$ cat src/rtl/fetch_unit_pkg.sv
// Shared fetch-stage constants and types.
//   fetch_state_t     : fetch FSM state encodings
//   FETCH_RESET_PC    : default first fetch address after reset
//   FETCH_NOP_INSTR   : addi x0,x0,0, loaded into IF/ID on reset and flush
//   FETCH_PC_STEP     : sequential PC increment
//   align_word()      : clears the byte-offset bits of a redirect target
package fetch_unit_pkg;

    typedef enum logic [1:0] {
        ST_ISSUE   = 2'd0,
        ST_WAIT    = 2'd1,
        ST_DISCARD = 2'd2,
        ST_HOLD    = 2'd3
    } fetch_state_t;

    localparam logic [31:0] FETCH_RESET_PC  = 32'h0000_0000;
    localparam logic [31:0] FETCH_NOP_INSTR = 32'h0000_0013;
    localparam logic [31:0] FETCH_PC_STEP   = 32'd4;

    function automatic logic [31:0] align_word(input logic [31:0] addr);
        return addr & ~32'h0000_0003;
    endfunction

endpackage

$ cat src/rtl/fetch_unit.sv
// Instruction fetch stage with IF/ID pipeline register and a one-entry
// skid buffer. Keeps at most one instruction-memory request outstanding.
//   Clk, RstN                 : clock, async active-low reset
//   Stall                     : hazard-unit hold, freezes IF/ID
//   BranchTaken, NewPc        : redirect from the BRU, flushes IF/ID
//   ImemReq, ImemAddr         : one-cycle fetch request and its address
//   ImemValid, ImemRdata      : fetch response strobe and instruction word
//   IfIdValid/IfIdPc/IfIdInstr: IF/ID pipeline register
module fetch_unit
    import fetch_unit_pkg::*;
#(
    parameter logic [31:0] RESET_PC  = FETCH_RESET_PC,
    parameter logic [31:0] NOP_INSTR = FETCH_NOP_INSTR
) (
    input  logic        Clk,
    input  logic        RstN,
    input  logic        Stall,
    input  logic        BranchTaken,
    input  logic [31:0] NewPc,
    output logic        ImemReq,
    output logic [31:0] ImemAddr,
    input  logic        ImemValid,
    input  logic [31:0] ImemRdata,
    output logic        IfIdValid,
    output logic [31:0] IfIdPc,
    output logic [31:0] IfIdInstr
);

    fetch_state_t state;
    logic [31:0]  pc;
    logic [31:0]  buf_pc;
    logic [31:0]  buf_instr;

    // A redirect in ISSUE cancels the request in the same cycle, so the
    // request is decoded from the registered state and gated by the
    // redirect. Gating with RstN keeps the bus quiet while held in reset.
    assign ImemReq  = RstN && (state == ST_ISSUE) && !BranchTaken;
    assign ImemAddr = pc;

    always_ff @(posedge Clk or negedge RstN) begin
        if (!RstN) begin
            state     <= ST_ISSUE;
            pc        <= RESET_PC;
            IfIdValid <= 1'b0;
            IfIdPc    <= 32'h0;
            IfIdInstr <= NOP_INSTR;
            buf_pc    <= 32'h0;
            buf_instr <= 32'h0;
        end else begin
            // IF/ID: flush wins over stall, stall wins over delivery,
            // and an unstalled cycle without delivery inserts a bubble.
            if (BranchTaken) begin
                IfIdValid <= 1'b0;
                IfIdInstr <= NOP_INSTR;
            end else if (!Stall) begin
                if (state == ST_WAIT && ImemValid) begin
                    IfIdValid <= 1'b1;
                    IfIdPc    <= pc;
                    IfIdInstr <= ImemRdata;
                end else if (state == ST_HOLD) begin
                    IfIdValid <= 1'b1;
                    IfIdPc    <= buf_pc;
                    IfIdInstr <= buf_instr;
                end else begin
                    IfIdValid <= 1'b0;
                end
            end

            unique case (state)
                ST_ISSUE: begin
                    // Responses seen here belong to nobody and are ignored.
                    if (BranchTaken) pc    <= align_word(NewPc);
                    else             state <= ST_WAIT;
                end
                ST_WAIT: begin
                    if (BranchTaken) begin
                        pc    <= align_word(NewPc);
                        // Response already here: dropped now. Otherwise it
                        // is still in flight and must be swallowed later.
                        state <= ImemValid ? ST_ISSUE : ST_DISCARD;
                    end else if (ImemValid) begin
                        if (Stall) begin
                            buf_pc    <= pc;
                            buf_instr <= ImemRdata;
                            state     <= ST_HOLD;
                        end else begin
                            pc    <= pc + FETCH_PC_STEP;
                            state <= ST_ISSUE;
                        end
                    end
                end
                ST_DISCARD: begin
                    if (BranchTaken) pc    <= align_word(NewPc);
                    if (ImemValid)   state <= ST_ISSUE;
                end
                ST_HOLD: begin
                    if (BranchTaken) begin
                        pc    <= align_word(NewPc);
                        state <= ST_ISSUE;
                    end else if (!Stall) begin
                        pc    <= pc + FETCH_PC_STEP;
                        state <= ST_ISSUE;
                    end
                end
                default: state <= ST_ISSUE;
            endcase
        end
    end

endmodule
$ cat config.mk
export PLATFORM = sky130hd
export DESIGN_NAME = fetch_unit
export DESIGN_NICKNAME = d
export VERILOG_FILES = /design/src/rtl/fetch_unit_pkg.sv /design/src/rtl/fetch_unit.sv
export SDC_FILE = /design/constraint.sdc
export NUM_CORES = 1
export LEC_CHECK = 0
export CORE_MARGIN = 5
export CORE_UTILIZATION = 35
export DETAILED_ROUTE_END_ITERATION = 12
export PLACE_DENSITY = 0.63
export SKIP_LAST_GASP = 1
export SYNTH_ARGS = -nofsm -noshare
export SYNTH_HDL_FRONTEND = slang
export SYNTH_SLANG_ARGS = --single-unit
$ cat constraint.sdc
create_clock -name Clk -period 5.88 [get_ports Clk]
set_input_delay 0.882 -clock Clk [delete_from_list [all_inputs] [get_ports Clk]]
set_output_delay 0.882 -clock Clk [all_outputs]
set_load 0.02 [all_outputs]
Fig. 1: the metal 1 layer
Bar = 50 um.
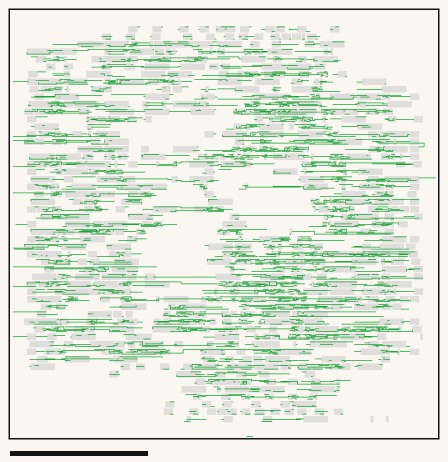
The layer carries 8010 um of wire. The layer holds 42% of the routed length. The longest straight run is 47.4 um. 747 nets have wire on it.
Global Route met1 Usage: 20.14%
Via Count: 5544
WL final: 19.26 mm

Fig. 2: the metal 2 layer
Bar = 50 um.
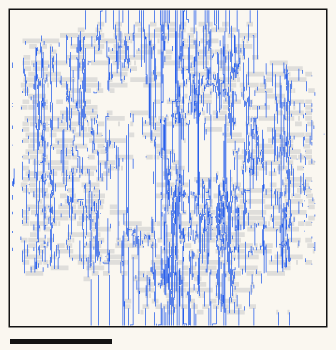
The wires run mostly vertical. The longest straight run is 84.0 um. The layer holds 48% of the routed length.

==> run notes <==
yosys + openroad results -> run status=complete, no violations, Power Internal=2.524 mW, Worst-Margin Slew=1.005 ns, Max Freq=0.2840 GHz, post-CTS setup repair buffer count=0, combinational share of cell area=33.03%, Worst Setup Start Kind=primary input, CP Data Required Time=5.00 ns, fin crit share=59.88%, CP Cell Sequence=buf_2 > buf_4 > nor4b_1 > clkdlybuf4s50_1, Mux area share=18.29%, WP buf/inv=3, WHS=0.2769 ns, Final Critical Period=3.521 ns, num tapcells=275, Flops after synth=157, WL met1=8.006 mm, Seq share, synth=53.27%, H-tree depth=4, Syn Std Cell Area=7382 um^2, first-pass GRT wire length=30.84 mm, dominant cell type by area after synthesis=dfrtp_1, CP Depth=4, Largest cells by area=dfrtp_1 52%, mux2_2 9.2%, mux2i_1 8.7%, o21ai_0 3.4%, nand2_1 3.3%, IO Port Bufs=160, CTS tree=done, count of tool warnings=28, Comb group=1.05 mW, register share of total power=42.7%, most frequent cells in the layout=158 x clkdlybuf4s50_1, 154 x dfrtp_1, 64 x mux2i_1, 64 x nand2_1, 60 x mux2_2, Non-Clock Buffer Count=169, Setup CP Type=primary input to output port, non-clock buffer share of cell area=17.11%, row count=53, Gate Count Post-Synth=669, top sig layer=met5, Pleak=4.234 nW, critical path fanouts, max=31, grt total ovfl=0, metal2 WL=9.217 mm, Worst path max stage delay=0.69 ns, final count of negative-setup-slack endpoints=0, Die X=155.2 um, CTS max path bufs=2, R2R depth=4, Psw=1.186 mW, RSZ-0062 raised after global routing=false, core area=20890 um^2
Fig. 3: M3 wires
Bar = 50 um.
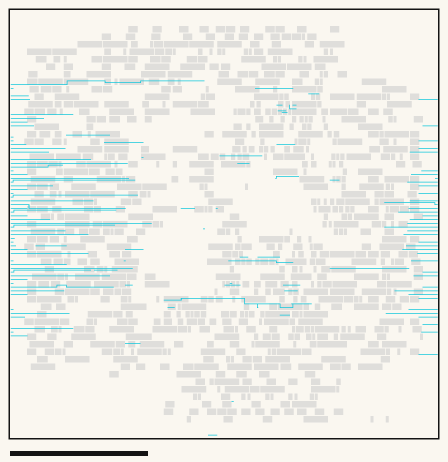
114 nets have wire on it. The layer carries 1620 um of wire. The wires run mostly horizontal. The layer holds 8.4% of the routed length. The longest straight run is 50.8 um.

Fig. 4: track usage over the die
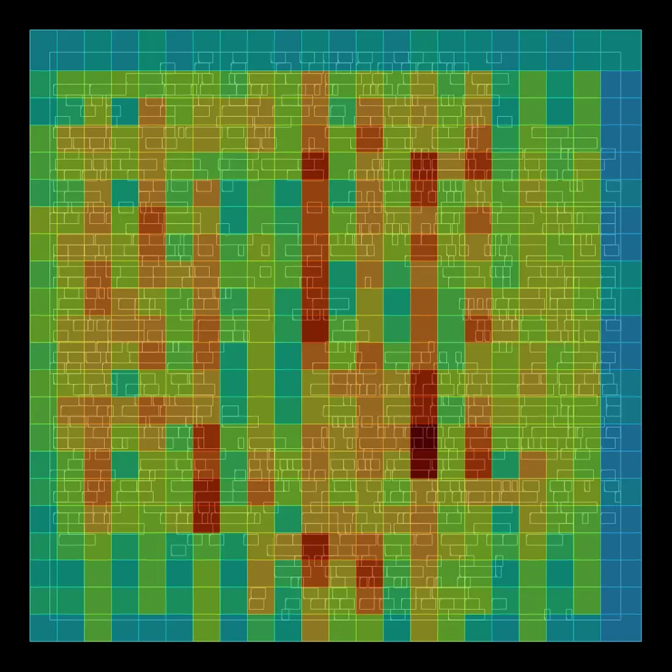
wire per inst: 17.59 um
Final Util: 46.61%
routing usage on met3: 6.481%

Power figures rest on the tool's default switching activity, not on a simulated workload.
